`src/rtl/apb_master.sv`:
```
// APB master bridging a one-cycle CPU request strobe onto up to four decoded APB slaves.
// Optional ACCESS-phase timeout is compiled in when APB_MASTER_TIMEOUT_EN is defined.

module apb_master #(
  parameter int unsigned NUM_SLV = 4,
  parameter int unsigned TIMEOUT = 255
) (
  input  logic               PCLK,
  input  logic               PRESET,
  input  logic               transfer,
  input  logic [31:0]        addr,
  input  logic               write,
  input  logic [31:0]        wdata,
  output logic               ready,
  output logic [31:0]        rdata,
  output logic               err,
  output logic [31:0]        PADDR,
  output logic               PWRITE,
  output logic               PENABLE,
  output logic [31:0]        PWDATA,
  output logic [NUM_SLV-1:0] PSEL,
  input  logic [31:0]        PRDATA0,
  input  logic [31:0]        PRDATA1,
  input  logic [31:0]        PRDATA2,
  input  logic [31:0]        PRDATA3,
  input  logic               PREADY0,
  input  logic               PREADY1,
  input  logic               PREADY2,
  input  logic               PREADY3
);

  localparam logic [19:0] SlvBase = 20'h10000;

  if (NUM_SLV < 1 || NUM_SLV > 4 || TIMEOUT < 1) begin : g_bad_param
    $error("apb_master: NUM_SLV must be 1..4 and TIMEOUT must be >= 1");
  end

  typedef enum logic [1:0] {
    IDLE    = 2'd0,
    SETUP   = 2'd1,
    ACCESS  = 2'd2,
    ERRDONE = 2'd3
  } state_e;

  state_e               state_q;
  logic [1:0]           idx_q;
  logic [NUM_SLV-1:0]   psel_q;
  logic                 penable_q;
  logic [31:0]          paddr_q;
  logic                 pwrite_q;
  logic [31:0]          pwdata_q;

  logic                 dec_hit;
  logic [1:0]           dec_idx;
  logic [NUM_SLV-1:0]   dec_sel;
  logic                 pready_sel;
  logic [31:0]          prdata_sel;
  logic                 done_c;

`ifdef APB_MASTER_TIMEOUT_EN
  localparam int unsigned CntW = (TIMEOUT < 2) ? 1 : $clog2(TIMEOUT);
  logic [CntW-1:0] cnt_q;
`endif

  // Address decode: slave n owns the 4 KiB page at SlvBase + n.
  always_comb begin
    dec_hit = 1'b0;
    dec_idx = 2'd0;
    dec_sel = '0;
    for (int n = 0; n < int'(NUM_SLV); n++) begin
      if (addr[31:12] == SlvBase + 20'(n)) begin
        dec_hit    = 1'b1;
        dec_idx    = 2'(n);
        dec_sel[n] = 1'b1;
      end
    end
  end

  // Only the latched slave's response is observed.
  always_comb begin
    pready_sel = 1'b0;
    prdata_sel = '0;
    case (idx_q)
      2'd0: begin pready_sel = PREADY0; prdata_sel = PRDATA0; end
      2'd1: begin pready_sel = PREADY1; prdata_sel = PRDATA1; end
      2'd2: begin pready_sel = PREADY2; prdata_sel = PRDATA2; end
      default: begin pready_sel = PREADY3; prdata_sel = PRDATA3; end
    endcase
  end

  // CPU-side completion follows PREADY in the same cycle, so it is combinational.
  always_comb begin
    done_c = (state_q == ACCESS) && pready_sel;
    ready  = done_c || (state_q == ERRDONE);
    err    = (state_q == ERRDONE);
    rdata  = (done_c && !pwrite_q) ? prdata_sel : 32'd0;
  end

  always_ff @(posedge PCLK) begin
    if (PRESET) begin
      state_q   <= IDLE;
      idx_q     <= 2'd0;
      psel_q    <= '0;
      penable_q <= 1'b0;
      paddr_q   <= '0;
      pwrite_q  <= 1'b0;
      pwdata_q  <= '0;
`ifdef APB_MASTER_TIMEOUT_EN
      cnt_q     <= '0;
`endif
    end else begin
      case (state_q)
        IDLE: begin
          if (transfer) begin
            paddr_q  <= addr;
            pwrite_q <= write;
            pwdata_q <= wdata;
            idx_q    <= dec_idx;
            if (dec_hit) begin
              psel_q  <= dec_sel;
              state_q <= SETUP;
            end else begin
              state_q <= ERRDONE;
            end
          end
        end
        SETUP: begin
          penable_q <= 1'b1;
          state_q   <= ACCESS;
`ifdef APB_MASTER_TIMEOUT_EN
          cnt_q     <= '0;
`endif
        end
        ACCESS: begin
          if (pready_sel) begin
            psel_q    <= '0;
            penable_q <= 1'b0;
            state_q   <= IDLE;
          end
`ifdef APB_MASTER_TIMEOUT_EN
          // cnt_q holds the number of earlier stalled ACCESS cycles.
          else if (cnt_q == CntW'(TIMEOUT - 1)) begin
            psel_q    <= '0;
            penable_q <= 1'b0;
            state_q   <= ERRDONE;
          end else begin
            cnt_q <= cnt_q + CntW'(1);
          end
`endif
        end
        ERRDONE: begin
          state_q <= IDLE;
        end
        default: begin
          state_q <= IDLE;
        end
      endcase
    end
  end

  assign PSEL    = psel_q;
  assign PENABLE = penable_q;
  assign PADDR   = paddr_q;
  assign PWRITE  = pwrite_q;
  assign PWDATA  = pwdata_q;

endmodule

```
`config.mk`:
```
export PLATFORM = sky130hd
export DESIGN_NAME = apb_master
export DESIGN_NICKNAME = d
export VERILOG_FILES = /design/src/rtl/apb_master.sv
export SDC_FILE = /design/constraint.sdc
export NUM_CORES = 1
export LEC_CHECK = 0
export ABC_AREA = 1
export ABC_CLOCK_PERIOD_IN_PS = 1800
export CAP_MARGIN = 5
export CORE_ASPECT_RATIO = 0.5
export CORE_MARGIN = 8
export CORE_UTILIZATION = 30
export CTS_CLUSTER_SIZE = 30
export DETAILED_ROUTE_END_ITERATION = 10
export PLACE_DENSITY = 0.74
export SLEW_MARGIN = 25
export SYNTH_ARGS = -nofsm -noshare
export SYNTH_HDL_FRONTEND = slang
export SYNTH_SLANG_ARGS = --single-unit
```
`constraint.sdc`:
```
create_clock -name PCLK -period 1.8 [get_ports PCLK]
set_input_delay 0.27 -clock PCLK [delete_from_list [all_inputs] [get_ports PCLK]]
set_output_delay 0.27 -clock PCLK [all_outputs]
set_load 0.005 [all_outputs]
```
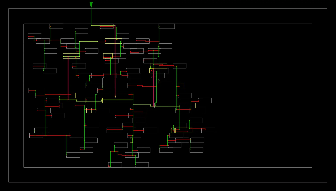
*Clock routing, run 1*
total CTS buffers: 9
flip-flops: 74

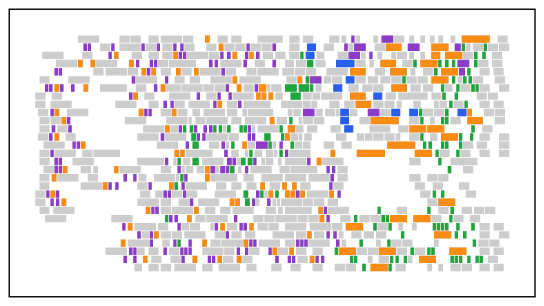
*Logic cells by family, run 1*
Drawn at 3 px/µm.
aoi and oai cells -> orange  # cells 112, most used o21ai_1, where all over the die
nand cells -> green  # cells 119, most used nand2_1
nor cells -> purple  # cells 166, most used nor2_1
non-inverting ao/oa cells -> blue  # cells 12, most used a22o_1
Commonest Layout Cell: clkdlybuf4s50_1
fin cells: 1045

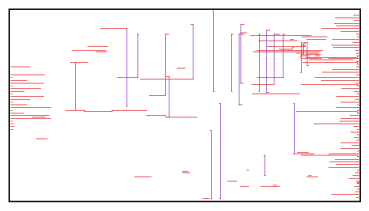
*Wiring by layer, run 1*
Drawn at 2 px/µm. Only two layers are drawn.
M4 -> purple  # wire length 552 µm
M3 -> red  # wire length 1300 µm

-- run 1: metrics by stage --
stage	util [%]	hold slack, ns
final	61.6	0.463
after global placement	57.9	0.451
after floorplan	-	0.339
after global routing	61.6	0.516
after detailed placement	57.9	0.456
after CTS	60.7	0.464
-- run 1: kinds of logic after synthesis --
logic type | count (synthesis) | share of synthesized area (%)
flip-flops | 74 | 39.2
buffers and inverters | 62 | 6.82
AND-OR/OR-AND | 124 | 24.4
AND/OR/NAND/NOR | 287 | 29.6
-- run 1: per-layer routing --
metal  GRT usage [%]  vias up
met4            7.71        0
met1            25.4     2292
met3            4.98       42
met2            40.9      212
li1                -     2462
met5               0        -
-- run 1: final cells by class --
type | count | share of cell area (%)
inverters | 25 | 1.29
well taps | 170 | 2.77
repair buffers | 349 | 43.6
clock buffers | 11 | 3.16
clock inverters | 5 | 0.391
flip-flops and latches | 74 | 19.4
multi-input cells | 411 | 29.5
-- run 1: what timing repair did --
item / CTS / global route
setup buffers: 4 / 3
gates cloned: 3 / 1
pin swaps: 6 / 10
endpoints found under the hold margin: 0 / 0
resized: 142 / 45
endpoints found under the setup margin: 33 / 32
-- run 1: worst paths after layout --
| check | start | endpoint | slack [ns] | depth (start not counted) |
|---|---|---|---|---|
| min | PENABLE$_SDFFE_PP0P_ | PENABLE$_SDFFE_PP0P_ | 0.46 | 2 |
| min reg2reg | PENABLE$_SDFFE_PP0P_ | PENABLE$_SDFFE_PP0P_ | 0.46 | 2 |
| max | idx_q[0]$_SDFFE_PP0P_ | rdata[4] | -0.35 | 9 |
| max reg2reg | idx_q[0]$_SDFFE_PP0P_ | PSEL[2]$_SDFFE_PP0P_ | 0.25 | 10 |
==> impl_metrics.py, run 1 <==
# Metrics from the implementation run
metrics = {
    "synthesis": {
        "syn_avg_cell_area_um2": 6.91,
        "ys_warn_count": 0,
        "ys_ff": 74,
        "yosysSeqAreaShare_pct": 39.2,
        "edf_count": 0,
        "floorplan.nets": 747,
        "synth_cell_types": 25,
        "syn_inst": 547,
        "top_area_cell": "dfxtp_1",
        "postSynth.asyncResetShare_pct": 0,
    },
    "status": {
        "status": "finished with violations",
        "violations": "setup timing",
    },
    "drt": {
        "vias": 5008,
        "viasPerCell": 4.79,
        "drc": 0,
        "drt_first_pass_iters": 5,
        "wl_mm": 19.5,
        "ant_nets": 0,
        "wl_met1_mm": 7.82,
        "drt-wirelength-per-cell_um": 18.7,
    },
    "floorplanning": {
        "die_y_um": 95.4,
        "io_pins": 304,
    },
    "critical_path": {
        "crit_fanout": 8,
        "crit_top_cell": "nand3_2",
        "cpMaxStageDelayCell": "dfxtp_4",
        "crit_path_start_kind": "flip-flop",
        "worstSetupPathType": "flip-flop to output port",
        "path_buffers": 3,
        "path_cells": "inv_4 -> nor2_4 -> nand2_2 -> nand3_2 -> nand3_2 -> or2_4 -> buf_6 -> a41oi_2 -> buf_2",
        "required_ns": 1.53,
        "arrival_ns": 1.88,
        "cp-end-kind": "output port",
    },
    "layout": {
        "n_fill_cell": 1132,
        "nets": 1070,
        "lay_top_cells": "clkdlybuf4s50_1 (270), nor2_1 (152), nand2_1 (106)",
        "area_growth_pct": 103,
    },
    "sta": {
        "clock-skew-final_ns": 0.00443,
        "drv_slew": 0,
        "finalClockPeriodUsage_pct": 119,
        "setup_viol": 32,
        "fin_setup_tns_ns": -8.99,
        "max_freq_mhz": 466,
        "postLayoutSetupSlackWorst_ns": -0.348,
    },
    "power": {
        "seq_power_share_pct": 34.6,
        "pg_seq_w": 0.00194,
        "internal_power_w": 0.00395,
        "finalPower_w": 0.00562,
        "switching_share_pct": 29.7,
        "p_clk_w": 0.00163,
        "p_comb_share_pct": 36.4,
        "power_frac_clock_pct": 29.0,
    },
    "global_route": {
        "grtUsageTotal_pct": 22.2,
        "grt_pass1_wl_mm": 29.3,
        "antenna_found_initial": 0,
        "grt_max_degree": 60,
    },
    "clocking": {
        "cts_tree": "yes",
        "cts_buffer_depth": 2,
        "cts_max_level": 3,
    },
    "place": {
        "gp_congestion": 0.994,
    },
    "worst_hold_path": {
        "hold_class": "flip-flop to flip-flop",
    },
    "job": {
        "drv_cap": 0,
    },
}
==> run 2, diff against run 1 <==
--- a/config.mk
+++ b/config.mk
@@ -14,7 +14,7 @@
 export CTS_CLUSTER_SIZE = 30
 export DETAILED_ROUTE_END_ITERATION = 10
 export PLACE_DENSITY = 0.74
-export SLEW_MARGIN = 25
+export SLEW_MARGIN = 0
 export SYNTH_ARGS = -nofsm -noshare
 export SYNTH_HDL_FRONTEND = slang
 export SYNTH_SLANG_ARGS = --single-unit
==> impl_metrics.py, run 2 <==
# Metrics from the implementation run
metrics = {
    "place": {
        "preCtsSetupSlack_ns": -0.693,
        "portBuffers": 303,
        "place_hpwl_mm": 14.9,
        "postPlaceCellArea_um2": 7230,
        "gp_congestion": 0.994,
        "dp.cells": 1021,
    },
    "critical_path": {
        "crit_path_start_kind": "flip-flop",
        "path_buffers": 3,
        "max_stage_delay_ns": 0.39,
        "cp_top_family": "simple AND/OR/NAND/NOR gates",
        "r2r_start": "idx_q[0]$_SDFFE_PP0P_",
        "path_cells": "inv_4 -> nor2_4 -> nand2_2 -> nand3_2 -> nand3_2 -> or2_4 -> buf_6 -> a41oi_2 -> buf_2",
        "reg2reg_slack_ns": 0.25,
        "rr_worst_depth": 10,
        "crit_path_end": "rdata[4]",
        "cp-end-kind": "output port",
        "required_ns": 1.53,
        "cp-startpoint": "idx_q[0]$_SDFFE_PP0P_",
        "cpMaxStageDelayCell": "dfxtp_4",
        "arrival_ns": 1.88,
        "cp.depth": 9,
        "crit_top_cell": "nand3_2",
        "crit_fanout": 8,
        "worstSetupPathType": "flip-flop to output port",
        "r2r_end": "PSEL[2]$_SDFFE_PP0P_",
    },
    "synthesis": {
        "top_area_cell": "dfxtp_1",
        "netlist_top_cells_count": "nor2_1 (161), nand2_1 (108), dfxtp_1 (74), o21ai_1 (48), clkbuf_1 (26)",
        "floorplan.nets": 747,
        "ys_warn_count": 0,
        "ys_cells": 547,
        "topCellsByArea": "dfxtp_1 (39%), nor2_1 (16%), nand2_1 (11%), a41oi_2 (7.7%), o21ai_1 (6.4%)",
        "postSynth.asyncResetShare_pct": 0,
        "synth_area_um2": 3780,
        "ys.flop_type": "dfxtp_1",
        "yosysSeqAreaShare_pct": 39.2,
        "synth_top_cell_by_count": "nor2_1",
        "syn_inst": 547,
        "edf_count": 0,
        "syn_avg_cell_area_um2": 6.91,
        "yosys_area_um2": 3780,
        "ys_ff": 74,
        "synth_cell_types": 25,
        "top_cell_area_share_pct": 39.2,
    },
    "sta": {
        "finalHoldViolations": 0,
        "whs_ns": 0.463,
        "drv_slew": 0,
        "postLayoutSetupSlackWorst_ns": -0.348,
        "worst_pin_slew_ns": 0.485,
        "max_freq_mhz": 466,
        "finalClockPeriodUsage_pct": 119,
        "clock-skew-final_ns": 0.00443,
        "final.min_clock_period_ns": 2.15,
        "slew-limit-headroom_pct": 67.7,
        "rsz0062_at_grt": "true",
        "setup_viol": 32,
    },
    "clocking": {
        "clk_transition_reported_paths_ns": 0.06,
        "clock-sinks": 74,
        "cts_max_level": 3,
        "cts_tree": "yes",
        "cts-buffers-inserted": 9,
        "cts_buffer_depth": 2,
        "cts-root-buf": "clkbuf_16",
        "clock_latency_ns": 0.33,
    },
    "global_route": {
        "antenna_found_initial": 0,
        "met2_usage_pct": 40.9,
        "first_global_vias": 5090,
        "grt-ovfl-total": 0,
        "grtUsageTotal_pct": 22.2,
        "grt_pass1_wl_mm": 29.3,
        "use_met3_pct": 4.98,
        "grt.busiest_layer": "met2",
        "grtUsageMet1_pct": 25.4,
        "grt_max_degree": 60,
    },
    "worst_hold_path": {
        "min_path_cells": 2,
        "min-delay-start": "PENABLE$_SDFFE_PP0P_",
        "min_to": "PENABLE$_SDFFE_PP0P_",
        "hold_class": "flip-flop to flip-flop",
    },
    "drt": {
        "met2_length_mm": 9.85,
        "ant_nets": 0,
        "drt_first_pass_iters": 5,
        "vias": 5008,
        "drt-wirelength-per-cell_um": 18.7,
        "wl_met1_mm": 7.82,
        "viasPerCell": 4.79,
        "top_layer": "met4",
        "wl_mm": 19.5,
        "dr_wl_met3_mm": 1.30,
        "drt_iter0_drc": 480,
        "drc": 0,
    },
    "floorplanning": {
        "die_area_um2": 16700,
        "die_width_um": 175,
        "rows": 29,
        "die_y_um": 95.4,
        "io_pins": 304,
        "initCoreUtil_pct": 30.3,
        "coreArea_um2": 12500,
    },
    "power": {
        "power_density_nw_per_um2": 730,
        "p_comb_share_pct": 36.4,
        "switching_share_pct": 29.7,
        "internal_power_w": 0.00395,
        "peakVddDrop_uv": 568,
        "power_frac_clock_pct": 29.0,
        "p_leak_nw": 3.15,
        "p_switching_w": 0.00167,
        "seq_power_share_pct": 34.6,
    },
    "layout": {
        "final_core_util_pct": 61.6,
        "lay_top_cells": "clkdlybuf4s50_1 (270), nor2_1 (152), nand2_1 (106)",
        "n_fill_cell": 1132,
        "lay_top_count": "clkdlybuf4s50_1",
        "nets": 1070,
        "finalNonFillerCells": 1045,
        "diodes": 0,
        "area_growth_pct": 103,
        "finalInstanceArea_um2": 7690,
        "drive_above_1_share_pct": 17.5,
    },
    "status": {
        "status": "finished with violations",
        "violations": "setup timing",
    },
    "job": {
        "log.warning_count": 28,
        "drv_cap": 0,
    },
}
==> run 2: cell counts after synthesis <==
Identical to the previous run, type by type.
==> run 2: metrics by stage <==
step / setup TNS, ns / total power (W)
6_report: -8.99 / 0.00562
5_1_grt: -11.82 / 0.00591
4_1_cts: -11.45 / 0.00557
3_5_place_dp: -21.05 / 0.00386
3_3_place_gp: -20.43 / 0.00384
2_1_floorplan: 0 / 0.00264
==> run 2: power groups by stage <==
stage | clock network, W | registers, W | logic [W]
finish | 0.00163 | 0.00194 | 0.00205
global route | 0.00173 | 0.00196 | 0.00221
CTS | 0.00167 | 0.00194 | 0.00196
detailed placement | 0 | 0.00197 | 0.00189
global placement | 0 | 0.00196 | 0.00188
floorplan | 0 | 0.00198 | 0.000656
==> run 2: cell type report <==
| type | instances | area (µm²) | area share [%] |
|---|---|---|---|
| clock buffers | 11 | 243 | 3.16 |
| inverters | 25 | 98.8 | 1.29 |
| repair buffers | 349 | 3350 | 43.6 |
| flip-flops and latches | 74 | 1490 | 19.4 |
| clock inverters | 5 | 30.0 | 0.391 |
| multi-input cells | 411 | 2260 | 29.5 |
| well taps | 170 | 213 | 2.77 |
==> run 2: kinds of logic (layout without fill, tap and decap cells) <==
kind of cell	after synthesis	in the layout	share of synthesized area [%]
buffers and inverters	62	390	6.82
flip-flops	74	74	39.2
AND/OR/NAND/NOR	287	287	29.6
AND-OR/OR-AND	124	124	24.4
==> run 2: timing repair <==
action | 4_1_cts | 5_1_grt
hold buffers | 0 | 0
gates cloned | 3 | 1
setup endpoints to repair | 33 | 32
buffers inserted | 4 | 3
hold endpoints to repair | 0 | 0
resized | 142 | 45
pin swaps | 6 | 10
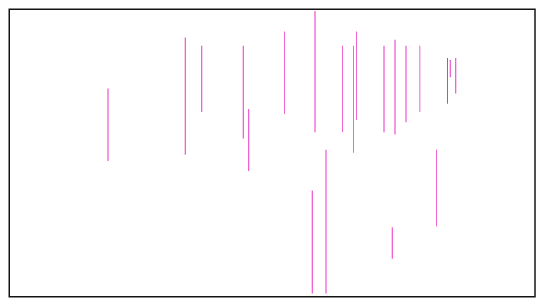
*Signal wires on met4, run 2*
Drawn at 3 px/µm.
longest straight run = 47.6 µm
main direction = vertical
nets with wire on the layer = 20
share of all routed wire = 2.8%

==> run 3, diff against run 2 <==
--- a/config.mk
+++ b/config.mk
@@ -11,6 +11,7 @@
 export CORE_ASPECT_RATIO = 0.5
 export CORE_MARGIN = 8
 export CORE_UTILIZATION = 30
+export CTS_CLUSTER_DIAMETER = 50
 export CTS_CLUSTER_SIZE = 30
 export DETAILED_ROUTE_END_ITERATION = 10
 export PLACE_DENSITY = 0.74
==> impl_metrics.py, run 3 <==
# Metrics from the implementation run
metrics = {
    "drt": {
        "drc": 0,
        "wl_mm": 19.5,
        "dr_wl_met3_mm": 1.30,
        "drt_first_pass_iters": 5,
        "drt_iter0_drc": 480,
        "wl_met1_mm": 7.82,
        "drt-wirelength-per-cell_um": 18.7,
        "vias": 5008,
        "met2_length_mm": 9.85,
        "viasPerCell": 4.79,
        "ant_nets": 0,
        "top_layer": "met4",
    },
    "job": {
        "log.warning_count": 28,
        "drv_cap": 0,
    },
    "sta": {
        "max_freq_mhz": 466,
        "drv_slew": 0,
        "slew-limit-headroom_pct": 67.7,
        "clock-skew-final_ns": 0.00443,
        "rsz0062_at_grt": "true",
        "finalHoldViolations": 0,
        "worst_pin_slew_ns": 0.485,
        "fin_setup_tns_ns": -8.99,
        "finalClockPeriodUsage_pct": 119,
        "setup_viol": 32,
        "final.min_clock_period_ns": 2.15,
        "postLayoutSetupSlackWorst_ns": -0.348,
        "whs_ns": 0.463,
    },
    "synthesis": {
        "ys_sh_simple_pct": 29.6,
        "ys_ff": 74,
        "postSynth.asyncResetShare_pct": 0,
        "ys_cells": 547,
        "syn_inst": 547,
        "synthAoiAreaFrac_pct": 24.4,
        "top_cell_area_share_pct": 39.2,
        "topCellsByArea": "dfxtp_1 (39%), nor2_1 (16%), nand2_1 (11%), a41oi_2 (7.7%), o21ai_1 (6.4%)",
        "ys.flop_type": "dfxtp_1",
        "yosys_area_um2": 3780,
        "ys_sh_xor_pct": 0,
        "floorplan.nets": 747,
        "ys_sh_adder_pct": 0,
        "netlist_top_cells_count": "nor2_1 (161), nand2_1 (108), dfxtp_1 (74), o21ai_1 (48), clkbuf_1 (26)",
        "synth_cell_types": 25,
        "logic_family": "simple AND/OR/NAND/NOR gates",
        "ys_warn_count": 0,
        "yosysSeqAreaShare_pct": 39.2,
        "syn_avg_cell_area_um2": 6.91,
        "edf_count": 0,
        "top_area_cell": "dfxtp_1",
        "synth_top_cell_by_count": "nor2_1",
        "synth_area_um2": 3780,
        "mux_area_share_pct": 0,
    },
    "place": {
        "postPlaceCellArea_um2": 7230,
        "preCtsSetupSlack_ns": -0.693,
        "place_hpwl_mm": 14.9,
        "gp_congestion": 0.994,
        "dp.cells": 1021,
    },
    "critical_path": {
        "cpMaxStageDelayCell": "dfxtp_4",
        "crit_fanout": 8,
        "crit_top_cell": "nand3_2",
        "reg2reg_slack_ns": 0.25,
        "arrival_ns": 1.88,
        "required_ns": 1.53,
        "max_stage_delay_ns": 0.39,
        "cp-end-kind": "output port",
        "path_cells": "inv_4 -> nor2_4 -> nand2_2 -> nand3_2 -> nand3_2 -> or2_4 -> buf_6 -> a41oi_2 -> buf_2",
        "rr_worst_depth": 10,
        "r2r_start": "idx_q[0]$_SDFFE_PP0P_",
        "r2r_end": "PSEL[2]$_SDFFE_PP0P_",
        "cp-startpoint": "idx_q[0]$_SDFFE_PP0P_",
        "crit_path_start_kind": "flip-flop",
        "worstSetupPathType": "flip-flop to output port",
        "crit_path_end": "rdata[4]",
    },
    "power": {
        "power_density_nw_per_um2": 730,
        "internal_power_w": 0.00395,
        "comb_power_w": 0.00205,
        "power_leader": "combinational cells",
        "p_comb_share_pct": 36.4,
        "peakVddDrop_uv": 568,
        "seq_power_share_pct": 34.6,
        "switching_share_pct": 29.7,
        "pg_seq_w": 0.00194,
        "p_leak_nw": 3.15,
        "p_switching_w": 0.00167,
        "finalPower_w": 0.00562,
        "power_frac_clock_pct": 29.0,
        "p_clk_w": 0.00163,
    },
    "global_route": {
        "use_met3_pct": 4.98,
        "grt_max_degree": 60,
        "antenna_found_initial": 0,
        "grt-ovfl-total": 0,
        "grt_pass1_wl_mm": 29.3,
        "grt.busiest_layer": "met2",
        "grtUsageMet1_pct": 25.4,
        "first_global_vias": 5090,
        "met2_usage_pct": 40.9,
        "grtUsageTotal_pct": 22.2,
    },
    "clocking": {
        "clock-sinks": 74,
        "cts-buffers-inserted": 9,
        "cts-root-buf": "clkbuf_16",
        "cts_max_level": 3,
        "cts_tree": "yes",
        "clock_latency_ns": 0.33,
        "clk_transition_reported_paths_ns": 0.06,
        "cts_buffer_depth": 2,
        "hold_buffers": 0,
    },
    "floorplanning": {
        "die_area_um2": 16700,
        "io_pins": 304,
        "rows": 29,
        "coreArea_um2": 12500,
        "initCoreUtil_pct": 30.3,
    },
    "worst_hold_path": {
        "hold_class": "flip-flop to flip-flop",
    },
    "status": {
        "status": "finished with violations",
        "violations": "setup timing",
    },
    "layout": {
        "area_growth_pct": 103,
        "finalInstanceArea_um2": 7690,
        "final_core_util_pct": 61.6,
        "diodes": 0,
        "drive_above_1_share_pct": 17.5,
        "lay_top_count": "clkdlybuf4s50_1",
        "nets": 1070,
        "finalNonFillerCells": 1045,
        "lay_top_cells": "clkdlybuf4s50_1 (270), nor2_1 (152), nand2_1 (106)",
    },
}
==> run 3: timing repair <==
action | 4_1_cts | 5_1_grt
hold endpoints to repair | 0 | 0
setup buffers | 4 | 3
endpoints found under the setup margin | 33 | 32
cloned | 3 | 1
gates resized | 142 | 45
pin swaps | 6 | 10
==> run 3: worst max-delay path, delay by kind of cell (launching register included) <==
kind | cells | cell delay [ns]
buf+inv | 3 | 0.37
flops | 1 | 0.39
simple gates | 5 | 0.60
compound gates | 1 | 0.18
==> run 3: final cells by class <==
type / instances / area (µm²)
Timing Repair Buffer: 349 / 3350
Clock inverter: 5 / 30.0
Fill cell: 1132 / 4790
Inverter: 25 / 98.8
Sequential cell: 74 / 1490
Tap cell: 170 / 213
Multi-Input combinational cell: 411 / 2260
Clock buffer: 11 / 243
==> run 3: worst min path at each step <==
stage / startpoint / endpoint / slack [ns] / cells past startpoint
floorplan: PRESET / PENABLE$_SDFFE_PP0P_ / 0.34 / 1
global placement: PENABLE$_SDFFE_PP0P_ / PENABLE$_SDFFE_PP0P_ / 0.45 / 2
detailed placement: PENABLE$_SDFFE_PP0P_ / PENABLE$_SDFFE_PP0P_ / 0.46 / 2
CTS: PENABLE$_SDFFE_PP0P_ / PENABLE$_SDFFE_PP0P_ / 0.46 / 2
global route: PADDR[10]$_SDFFE_PP0P_ / PADDR[10]$_SDFFE_PP0P_ / 0.52 / 2
finish: PENABLE$_SDFFE_PP0P_ / PENABLE$_SDFFE_PP0P_ / 0.46 / 2
==> run 3: kinds of logic after synthesis <==
family / count (synthesis)
buffers and inverters: 62
AOI/OAI and AO/OA: 124
DFF: 74
and+or+nand+nor: 287
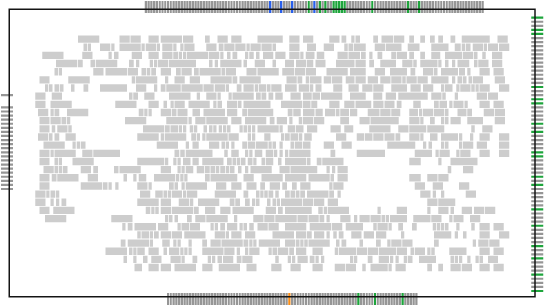
*Ports around the boundary, run 3*
Drawn at 3 px/µm. Pins as bars across the die edge, other pins in gray.
transfer -> orange  # pins 1, direction input, edge bottom
PSEL -> blue  # pins 4, direction output, edge top
PRDATA1 -> green  # pins 32, direction input, edge 18 right, 11 top, 3 bottom
all pins by edge = 123 top, 91 bottom, 68 right, 22 left
die width: 175 µm
number of I/O port buffers: 303

No activity file was given, so power comes from the tool's default toggle rates.
